### Placement by cell class, run 1

Fill, decap, tap and diode cells in gray.
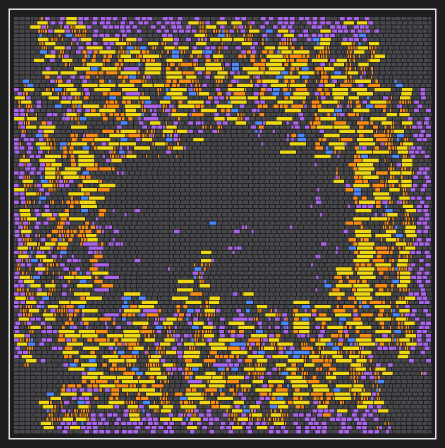
### Where the registers sit, run 1

Other sequential cells in the stronger gray, the rest of the logic in the fainter gray.
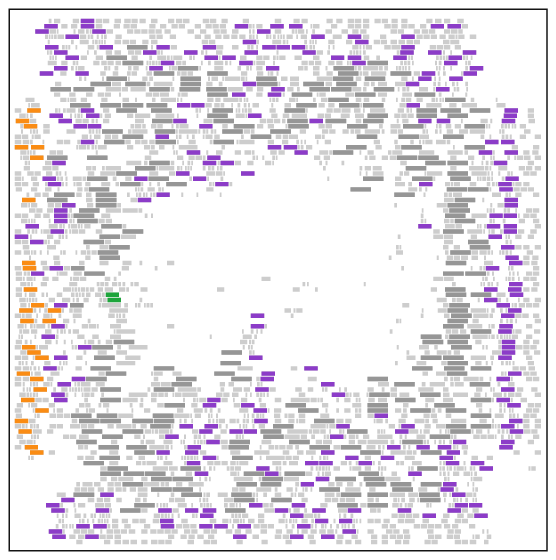
### Placement view, run 1

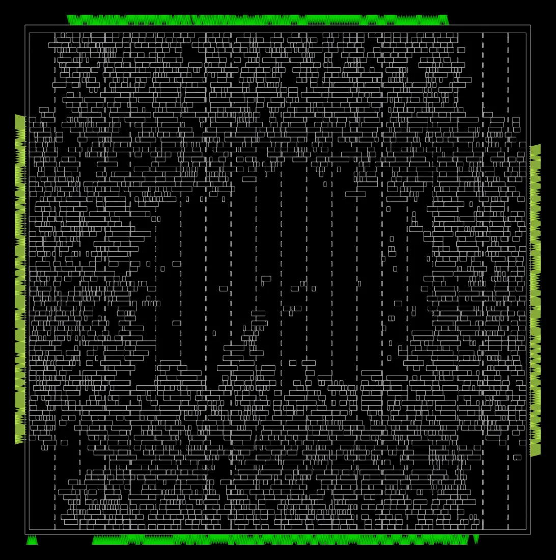
==> src/rtl/cacheline_burst_adaptor_pkg.sv <==
// ============================================================================
// cacheline_burst_adaptor_pkg : shared cache types for the line/burst adaptor
// Revision: 1.0
// ============================================================================
`default_nettype none

package cacheline_burst_adaptor_pkg;

   localparam int BURST_BEATS = 4;
   localparam int BEAT_WIDTH  = 64;
   localparam int LINE_WIDTH  = 256;
   localparam int BEAT_IDX_W  = 2;
   localparam int ADDR_WIDTH  = 32;
   localparam int LINE_OFFSET = 5;

   typedef enum logic [1:0] {
      BS_IDLE     = 2'd0,
      BS_RD_BURST = 2'd1,
      BS_WR_BURST = 2'd2,
      BS_DONE     = 2'd3
   } burst_state_t;

   localparam logic [1:0] ST_IDLE     = BS_IDLE;
   localparam logic [1:0] ST_RD_BURST = BS_RD_BURST;
   localparam logic [1:0] ST_WR_BURST = BS_WR_BURST;
   localparam logic [1:0] ST_DONE     = BS_DONE;

   // Cache lines are 32 bytes, so the low address bits never reach memory.
   function automatic logic [ADDR_WIDTH-1:0] align_line_addr(input logic [ADDR_WIDTH-1:0] addr);
      return {addr[ADDR_WIDTH-1:LINE_OFFSET], {LINE_OFFSET{1'b0}}};
   endfunction

endpackage

`default_nettype wire

==> src/rtl/line_beat_buffer.sv <==
// ============================================================================
// line_beat_buffer : 4x64 line register with full-line load and beat access
// Revision: 1.0
// ============================================================================
`default_nettype none

module line_beat_buffer
   import cacheline_burst_adaptor_pkg::*;
(
   input  logic                  clk,
   input  logic                  rst,
   input  logic                  load,
   input  logic [LINE_WIDTH-1:0] load_line,
   input  logic                  beat_we,
   input  logic [BEAT_IDX_W-1:0] beat_wr_idx,
   input  logic [BEAT_WIDTH-1:0] beat_wdata,
   input  logic [BEAT_IDX_W-1:0] beat_rd_idx,
   output logic [BEAT_WIDTH-1:0] beat_rdata,
   output logic [LINE_WIDTH-1:0] line_out
);

   logic [BEAT_WIDTH-1:0] beats [BURST_BEATS];

   always_ff @(posedge clk) begin
      if (rst) begin
         for (int i = 0; i < BURST_BEATS; i++) beats[i] <= '0;
      end else if (load) begin
         for (int i = 0; i < BURST_BEATS; i++) beats[i] <= load_line[i*BEAT_WIDTH +: BEAT_WIDTH];
      end else if (beat_we) begin
         beats[beat_wr_idx] <= beat_wdata;
      end
   end

   assign beat_rdata = beats[beat_rd_idx];

   for (genvar g = 0; g < BURST_BEATS; g++) begin : g_line_out
      assign line_out[g*BEAT_WIDTH +: BEAT_WIDTH] = beats[g];
   end

endmodule

`default_nettype wire

==> src/rtl/cacheline_burst_adaptor.sv <==
// ============================================================================
// cacheline_burst_adaptor : 256-bit cache line <-> 4-beat 64-bit memory burst.
// Optional watchdog (error_o, timeout to DONE) under macro ADAPTOR_WATCHDOG_EN.
// Revision: 1.0
// ============================================================================
`default_nettype none

module cacheline_burst_adaptor
   import cacheline_burst_adaptor_pkg::*;
#(
   parameter int WATCHDOG_CYCLES = 256
)
(
   input  logic                  clk,
   input  logic                  rst,
   input  logic [LINE_WIDTH-1:0] line_i,
   output logic [LINE_WIDTH-1:0] line_o,
   input  logic [ADDR_WIDTH-1:0] address_i,
   input  logic                  read_i,
   input  logic                  write_i,
   output logic                  resp_o,
   input  logic [BEAT_WIDTH-1:0] burst_i,
   output logic [BEAT_WIDTH-1:0] burst_o,
   output logic [ADDR_WIDTH-1:0] address_o,
   output logic                  read_o,
   output logic                  write_o,
   input  logic                  resp_i
`ifdef ADAPTOR_WATCHDOG_EN
   ,
   output logic                  error_o
`endif
);

   logic [1:0]            state;
   logic [BEAT_IDX_W-1:0] count;
   logic                  accept;
   logic                  in_burst;
   logic                  timeout;
   logic [BEAT_WIDTH-1:0] beat_rdata;
   logic [LINE_WIDTH-1:0] buf_line;

   assign accept   = (state == ST_IDLE) && (read_i || write_i);
   assign in_burst = (state == ST_RD_BURST) || (state == ST_WR_BURST);

   line_beat_buffer u_buf (
      .clk         (clk),
      .rst         (rst),
      .load        (accept),
      .load_line   (line_i),
      .beat_we     ((state == ST_RD_BURST) && resp_i),
      .beat_wr_idx (count),
      .beat_wdata  (burst_i),
      .beat_rd_idx (count),
      .beat_rdata  (beat_rdata),
      .line_out    (buf_line)
   );

   always_ff @(posedge clk) begin
      if (rst) begin
         state     <= ST_IDLE;
         count     <= '0;
         address_o <= '0;
         line_o    <= '0;
      end else begin
         case (state)
            ST_IDLE: begin
               if (accept) begin
                  address_o <= align_line_addr(address_i);
                  count     <= '0;
                  state     <= read_i ? ST_RD_BURST : ST_WR_BURST;
               end
            end
            ST_RD_BURST, ST_WR_BURST: begin
               if (resp_i) begin
                  count <= count + 2'd1;
                  if (count == 2'd3) begin
                     state <= ST_DONE;
                     // Last beat is still on burst_i, so merge it while publishing the line.
                     if (state == ST_RD_BURST)
                        line_o <= {burst_i, buf_line[LINE_WIDTH-BEAT_WIDTH-1:0]};
                  end
               end else if (timeout) begin
                  state <= ST_DONE;
                  count <= '0;
               end
            end
            default: state <= ST_IDLE;
         endcase
      end
   end

`ifdef ADAPTOR_WATCHDOG_EN
   localparam int WD_W = $clog2(WATCHDOG_CYCLES + 1);

   logic [WD_W-1:0] wd_cnt;
   logic            got_beat;

   // wd_cnt equals the number of burst cycles elapsed, so DONE lands WATCHDOG_CYCLES after accept.
   assign timeout = in_burst && !resp_i && !got_beat && (wd_cnt == WD_W'(WATCHDOG_CYCLES - 1));

   always_ff @(posedge clk) begin
      if (rst) begin
         wd_cnt   <= '0;
         got_beat <= 1'b0;
         error_o  <= 1'b0;
      end else if (accept) begin
         wd_cnt   <= WD_W'(1);
         got_beat <= 1'b0;
      end else if (in_burst) begin
         if (resp_i)
            got_beat <= 1'b1;
         else if (!got_beat)
            wd_cnt <= wd_cnt + WD_W'(1);
         if (timeout)
            error_o <= 1'b1;
      end
   end
`else
   localparam int unused_watchdog_cycles = WATCHDOG_CYCLES;
   assign timeout = 1'b0;
`endif

   assign resp_o  = (state == ST_DONE);
   assign read_o  = (state == ST_RD_BURST);
   assign write_o = (state == ST_WR_BURST);
   assign burst_o = (state == ST_WR_BURST) ? beat_rdata : '0;

endmodule

`default_nettype wire
==> config.mk <==
export PLATFORM = sky130hd
export DESIGN_NAME = cacheline_burst_adaptor
export DESIGN_NICKNAME = d
export VERILOG_FILES = /design/src/rtl/cacheline_burst_adaptor_pkg.sv /design/src/rtl/line_beat_buffer.sv /design/src/rtl/cacheline_burst_adaptor.sv
export SDC_FILE = /design/constraint.sdc
export NUM_CORES = 1
export LEC_CHECK = 0
export CAP_MARGIN = 10
export CORE_AREA = 2 2 275 277
export CTS_BUF_LIST = sky130_fd_sc_hd__clkbuf_8
export DETAILED_ROUTE_END_ITERATION = 12
export DIE_AREA = 0 0 277 279
export GPL_ROUTABILITY_DRIVEN = 0
export GPL_TIMING_DRIVEN = 0
export HOLD_SLACK_MARGIN = 0.15
export SETUP_SLACK_MARGIN = 0.5
export SLEW_MARGIN = 20
export SYNTH_ARGS = -nofsm -noshare
export SYNTH_HDL_FRONTEND = slang
export SYNTH_HIERARCHICAL = 1
export SYNTH_SLANG_ARGS = --single-unit
==> constraint.sdc <==
create_clock -name clk -period 7.9 [get_ports clk]
set_input_delay 1.58 -clock clk [delete_from_list [all_inputs] [get_ports clk]]
set_output_delay 1.58 -clock clk [all_outputs]
set_load 0.02 [all_outputs]
==> impl_metrics.toml, run 1 <==
# generated from flow reports
[grt]
antenna_found_initial = 26
gr-total-overflow = 0
grtUsageMet3 = 0.0572

[synth]
top_cell_area_share = 0.330
synth_area_sq_um = 23300
synth-edff-count = 256
avgSynthCellArea_sq_um = 11.2
ys.flops = 543
yosysTopAreaCell = "edfxtp_1"

[worst_hold_path]
hp-class = "reg2reg"
hold_end = "line_o[138]"
holdPathStages = 2

[final_layout]
top_area_cell_class = "sequential cells"

[final_timing]
max_slew_margin = 0.250
fmax_ghz = 0.187

[power_and_ir_drop]
p_sw_w = 0.00288
peakVddDrop_uv = 167
p_sw_frac = 0.329

[clocking]
cts.sinks = 543
root_buffer = "clkbuf_8"

[detailed_routing]
drtAntennaViolNets = 0
vias_per_cell = 5.35
drt_wl_total_um = 108000
maxUsedRoutingLayer = "met4"

[floorplan]
chip_area_sq_um = 77300

[setup_path]
rr_worst_depth = 6
crit_path_start = "count[0]"
slowest_stage = "dfxtp_1"
endpoint_kind = "output port"

[status]
status = "finished, final reports clean"

[job]
warning_count = 37
About 'Placement by cell class':
| class | color | cells | share of their area |
|---|---|---|---|
| registers | yellow | 543 | 41% |
| clock drivers and dummy loads | blue | 177 | 5.7% |
| remaining logic cells | orange | 1347 | 27% |
| remaining buffers and delay cells | purple | 913 | 26% |
Seq/total area: 0.396
Core Area: 74100 sq um
post-layout util: 0.458
final instance area: 33900 sq um
FP Rows: 100

About 'Where the registers sit':
| name in the netlist | color | placed flops |
|---|---|---|
| count | green | 2 |
| address_o | orange | 27 |
| line_o | purple | 256 |
not colored: 258

About 'Placement view':
n_taps: 969
fin cells: 3971
filler cell count: 6893
seq_cells: 543

==> run 1: cells by family (layout without fill, tap and decap cells) <==
family | count (synthesis) | in the layout | share of synthesized area
other | 1 | 27 | 0.000161
buffers and inverters | 202 | 1094 | 0.0483
adders and majority gates | 7 | 7 | 0.00376
AOI/OAI and AO/OA | 553 | 553 | 0.178
and+or+nand+nor | 712 | 712 | 0.131
DFF | 543 | 543 | 0.576
muxes | 66 | 66 | 0.0627
==> run 1: layout by cell type, fill, tap and decap left out, drive strengths merged, types with 2 or more instances in the layout <==
master         netlist  layout
inv                  4      43
clkbuf              73     182
and2                65      65
ha                   7       7
bufinv               0       2
nor2                 3       3
clkinv               0      26
mux2i                2       2
dfxtp              287     287
a21oi              287     287
edfxtp             256     256
nand2              566     566
o21ai                9       9
diode                0      22
nand4                2       2
nor2b                2       2
mux4                64      64
o2bb2ai            128     128
nand2b              65      65
conb                 1       5
a32o               128     128
buf                125     139
clkdlybuf4s50        0     701
==> run 1: power by group through the flow <==
stage	logic, W	clock network [W]	registers, W
2_1_floorplan	0.00119	0	0.00378
3_3_place_gp	0.00217	0	0.00396
3_5_place_dp	0.00235	0	0.00385
4_1_cts	0.00236	0.00261	0.00380
5_1_grt	0.00248	0.00273	0.00384
6_report	0.00238	0.00257	0.00380
==> run 1: metrics by stage <==
step	worst slack (ps)	setup TNS, ps
6_report	2560	0
5_1_grt	2360	0
4_1_cts	2370	0
3_5_place_dp	2590	0
3_3_place_gp	-5840	-980670
2_1_floorplan	-83.5	-10690
==> run 1: registers in the layout, indices dropped and copies added, names as in the netlist <==
| register | count |
|---|---|
| state | 2 |
| u_buf/beats | 256 |
| line_o | 256 |
| address_o | 27 |
| count | 2 |
## Run 2: what changed since run 1
clock period = 5.4 ns   (was 7.9 ns; I/O delays follow)
### Placement view, run 2

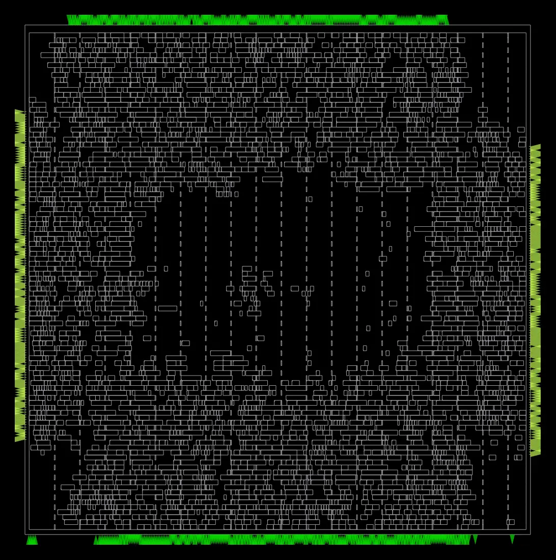
Seq/total area: 0.392
post-layout util: 0.463
filler cell count: 6918
fin cells: 3993

### Close-up of the layout, run 2

Scale bar: 20 um. Window x 44 to 94, y 45 to 95 um. Cells in gray, sequential cells in the stronger gray; small squares are vias.
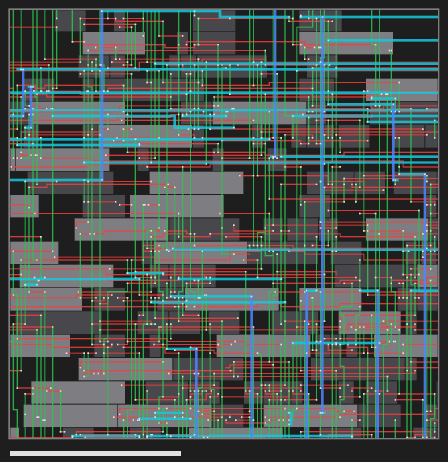
| layer | color |
|---|---|
| M3 | cyan |
| M2 | green |
| M4 | blue |
| M1 | red |
sequential cells in the window: 26
most frequent: edfxtp_1 (22), nand2_1 (12), clkdlybuf4s50_1 (10)
cells with their middle in the window: 109
netlist names of flops here include: u_buf/beats (22), line_o (4)

### Wiring heat map, run 2

Scale bar: 100 um. 28 x 28 tiles, from black (low) to pale yellow (high), scaled to the fullest tile. Values are wire area over tile area, all layers added.
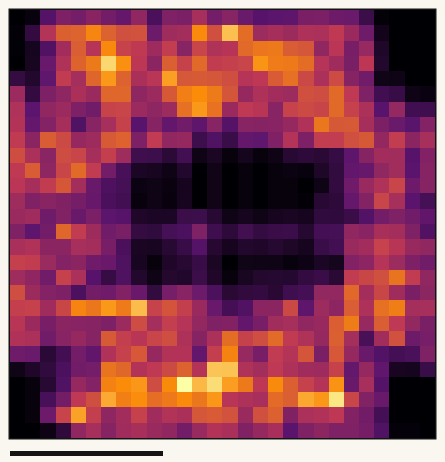
fullest tile: 0.66
mean over tiles: 0.23
tiles over half the peak: 26%

==> run 2 against run 1 <==
Effect of this change:
- global-route usage rose by 0.084 points
- synthesized area is the same
- via count is 0.13% lower
- cell area increased by 1.0%
- register-to-register slack lost 2500 ps
- first-iteration DRC count is 2.4% lower
- clock power is 63% higher
- non-clock buffer count increased by 1
- clock skew increased by 4.4 ps
- critical path type unchanged
==> impl_metrics.toml, run 2 <==
# generated from flow reports
[place]
numPortBuffers = 701
place_ws_ps = 668

[synth]
synthCells = 2084
ys.flops = 543
synth-edff-count = 256
top_cell_area_share = 0.330
yosysTopAreaCell = "edfxtp_1"
synth_area_sq_um = 23300
async_flop_share = 0
avgSynthCellArea_sq_um = 11.2

[detailed_routing]
dr.first_iter.drc_count = 1976
vias_per_cell = 5.32
drtAntennaViolNets = 0
met3_length_um = 9420
maxUsedRoutingLayer = "met5"
drt_wl_total_um = 108000
route.met2.wl_um = 52100

[floorplan]
chip_area_sq_um = 77300
design.core.area_sq_um = 74100
fp-utilization = 0.315
ios = 712
num_rows = 100

[job]
warning_count = 37

[clocking]
cts.sinks = 543
htree_levels = 3
cts_buffers = 97
root_buffer = "clkbuf_8"

[grt]
gr-total-overflow = 0
grtUsageMet3 = 0.0654
antenna_found_initial = 38
grtUsageMet2 = 0.445

[final_layout]
fin_area_sq_um = 34300
lay_top_count = "clkdlybuf4s50_1"
reg_top3 = "line_o x256, u_buf/beats x256, address_o x27"
final_cell_mix = "clkdlybuf4s50_1, nand2_1, a21oi_1, dfxtp_1, edfxtp_1"

[setup_path]
rr_worst_depth = 6
crit_path_start = "count[0]"
endpoint_kind = "output port"
rrSetupSlack_ps = 1420

[final_timing]
max_slew_margin = 0.286
fmax_ghz = 0.212
worst_slack_ps = 680
worstMarginPinSlew_ps = 1070

[worst_hold_path]
worstHoldStart = "line_o[142]"
hp-class = "reg2reg"

[status]
status = "finished, final reports clean"

[power_and_ir_drop]
peakVddDrop_uv = 296
-- run 2: power breakdown --
group / total [W] / switching [W] / internal (W)
Sequential: 0.00558 / 0.000422 / 0.00516
Clock: 0.00419 / 0.00186 / 0.00233
Combinational: 0.00348 / 0.00199 / 0.00149
-- run 2: kinds of logic after synthesis --
logic type / share of synthesized area
compound gates: 0.178
buf+inv: 0.0483
flops: 0.576
fa+ha+maj: 0.00376
other cells: 0.000161
simple gates: 0.131
mux: 0.0627
-- run 2: critical path, delay by kind of cell (launching register included) --
family	cells	cell delay, ps
buffers and inverters	3	1400
flip-flops	1	730
multiplexers	1	600
AND/OR/NAND/NOR	1	190
-- run 2: how the worst min path moves through the flow --
stage | endpoint | slack (ps) | cells after the start
floorplan | line_o[177] | 490 | 2
global placement | line_o[225] | 440 | 2
detailed placement | line_o[142] | 450 | 2
CTS | line_o[142] | 450 | 2
global route | line_o[229] | 470 | 2
finish | line_o[142] | 450 | 2
-- run 2: final cells by class --
| class | instances | area (sq um) |
|---|---|---|
| multi-input combinational | 1343 | 8820 |
| clock inverter | 60 | 444 |
| timing repair buffer | 716 | 7430 |
| antenna | 36 | 90.1 |
| fill | 6918 | 39800 |
| tap | 969 | 1210 |
| sequential | 543 | 13400 |
| buffer | 198 | 1120 |
| clock buffer | 124 | 1710 |
| inverter | 4 | 15.0 |
-- run 2: metrics by stage --
stage | total power [W] | instances
after floorplan | 0.00724 | 2088
after global placement | 0.00888 | 3758
after detailed placement | 0.00910 | 3773
after CTS | 0.0133 | 3957
after global routing | 0.0137 | 3992
final | 0.0133 | 3993
## Run 3: what changed since run 2
CORE_AREA = 2 2 278 280   (was 2 2 275 277)
DIE_AREA = 0 0 280 282   (was 0 0 277 279)
SLEW_MARGIN = not set   (was 20)
SYNTH_HIERARCHICAL = not set   (was 1)
### Close-up of the layout, run 3

Scale bar: 20 um. Window x 45 to 95, y 46 to 96 um. Cells in gray, sequential cells in the stronger gray; small squares are vias.
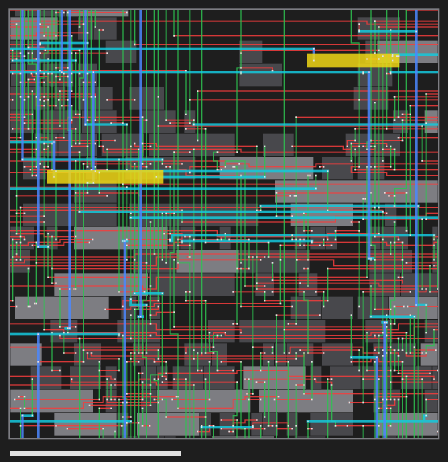
| layer | color |
|---|---|
| M3 | cyan |
| M2 | green |
| M5 | yellow |
| M1 | red |
| M4 | blue |
sequential cells in the window: 18
most frequent: nand2_1 (15), clkdlybuf4s50_1 (14), a22o_1 (13)
cells with their middle in the window: 127
netlist names of flops here include: u_buf.beats (11), line_o (6)

### Where the registers sit, run 3

Other sequential cells in the stronger gray, the rest of the logic in the fainter gray.
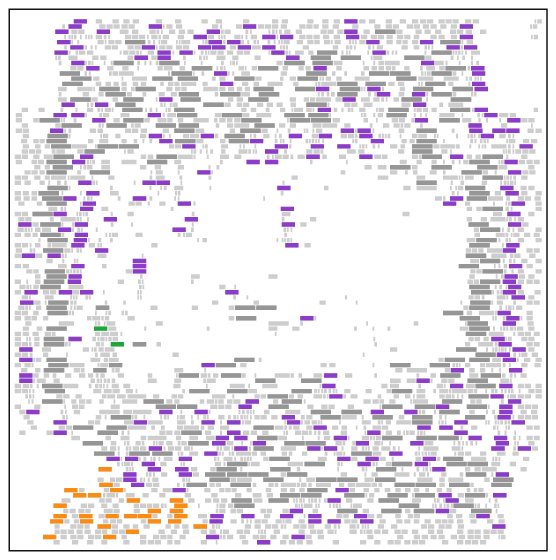
| name in the netlist | color | placed flops |
|---|---|---|
| line_o | purple | 256 |
| address_o | orange | 27 |
| count | green | 2 |
not colored: 260

### Wiring heat map, run 3

Scale bar: 100 um. 28 x 28 tiles, from black (low) to pale yellow (high), scaled to the fullest tile. Values are wire area over tile area, all layers added.
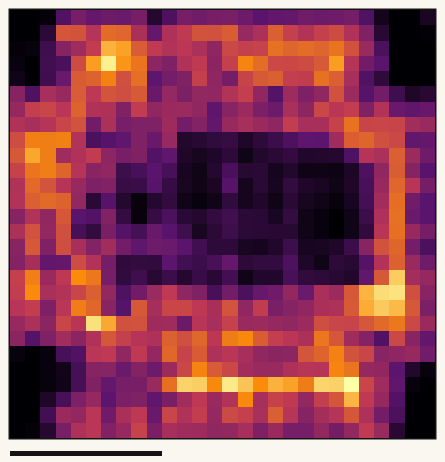
tiles over half the peak: 27%
nearly empty tiles: 5.4%
emptiest ninth of the die: center
mean over tiles: 0.23
Tot GR Track Use: 0.257
via count: 20048
wire per inst: 27.7 um
routed wire length: 106000 um

==> run 3 against run 2 <==
Effect of this change:
- power decreased by 4.1%
- fmax increased by 0.11%
- first-iteration DRC count decreased by 3.3%
- synthesized cell count decreased by 6.6%
- setup slack improved by 5.0 ps
- cell area decreased by 4.0%
- clock skew decreased by 7.9 ps
- non-clock buffer count decreased by 31
- register-to-register slack improved by 680 ps
- sequential cell count increased by 2
- die area increased by 2.2%
- cell count decreased by 3.9%
==> impl_metrics.toml, run 3 <==
# generated from flow reports
[status]
status = "finished, final reports clean"

[final_layout]
reg_top3 = "line_o x256, u_buf.beats x256, address_o x27"
fin_area_sq_um = 32900
stdcell_count = 3836
fin_util = 0.435
lay_top_count = "clkdlybuf4s50_1"

[detailed_routing]
vias_per_cell = 5.23
dr.first_iter.drc_count = 1910
drtAntennaViolNets = 0
drc = 0

[final_timing]
fmax_ghz = 0.212
setup_tns_ps = 0
worst_slack_ps = 685

[setup_path]
critical-path-top-delay-family = "buffers and inverters"
crit_cells = 6
endpoint_kind = "output port"
arrival_ps = 3640
crit_path_start = "state[0]"
rrSetupSlack_ps = 2100
rr_worst_depth = 7
slowest_stage = "clkdlybuf4s15_1"

[power_and_ir_drop]
p_clk_frac = 0.308
peakVddDrop_uv = 216
total_power_w = 0.0127
cell_internal_pwr_w = 0.00880
p_sw_frac = 0.307

[floorplan]
num_rows = 101
chip_area_sq_um = 79000
ios = 712

[grt]
grtUsageMet2 = 0.442
grtUsageMet3 = 0.0643

[clocking]
htree_levels = 3
cts_buffers = 99
cts.sinks = 545
cts_tree = "built"
root_buffer = "clkbuf_8"

[place]
dpl.cell_count = 3636
numPortBuffers = 701
place_ws_ps = 1150

[synth]
synth_area_sq_um = 22400
avgSynthCellArea_sq_um = 11.5
yosysTopAreaCell = "edfxtp_1"
async_flop_share = 0
ys_cells = 1946
ys.flops = 545
synthCells = 1946
synth-edff-count = 256

[job]
warning_count = 37

[worst_hold_path]
hp-class = "reg2reg"
-- run 3: power groups by stage --
| stage | Combinational, W | Clock, W | Sequential (W) |
|---|---|---|---|
| after global routing | 0.00305 | 0.00416 | 0.00591 |
| final | 0.00292 | 0.00392 | 0.00586 |
| after floorplan | 0.00154 | 0 | 0.00570 |
| after CTS | 0.00292 | 0.00399 | 0.00584 |
| after global placement | 0.00281 | 0 | 0.00594 |
| after detailed placement | 0.00290 | 0 | 0.00592 |
-- run 3: cell families (layout without fill, tap and decap cells) --
group                    Yosys count  after routing  share of synthesized area
multiplexers                      64             64                     0.0642
flip-flops                       545            545                      0.600
AND-OR/OR-AND                    551            551                      0.171
adder cells (fa/ha/maj)            8              8                    0.00446
buffers and inverters            180           1073                     0.0493
other                              1             20                   0.000167
AND/OR/NAND/NOR                  597            597                      0.111
-- run 3: routing by layer --
| metal | vias to the layer above | routed length, um | part of all wire |
|---|---|---|---|
| li1 | 8751 | - | - |
| met1 | 9915 | 40100 | 0.38 |
| met2 | 1146 | 52300 | 0.49 |
| met3 | 224 | 9800 | 0.092 |
| met4 | 12 | 4140 | 0.039 |
| met5 | - | 71 | 0.00067 |
-- run 3: cell type report --
type / instances / area, sq um
Tap cell: 978 / 1220
Inverter: 5 / 18.8
Clock buffer: 112 / 1540
Clock inverter: 73 / 437
Buffer: 175 / 1090
Sequential cell: 545 / 13500
Multi-Input combinational cell: 1225 / 7920
Antenna cell: 15 / 37.5
Fill cell: 7152 / 42800
Timing Repair Buffer: 708 / 7170
-- run 3: worst min path at each step --
stage | startpoint | slack, ps | end
CTS | line_o[78] | 450 | line_o[78]
global placement | line_o[235] | 440 | line_o[235]
global route | line_o[34] | 470 | line_o[34]
finish | line_o[187] | 450 | line_o[187]
floorplan | state[0] | 480 | state[0]
detailed placement | line_o[78] | 450 | line_o[78]
Power and IR drop assume default switching activity.
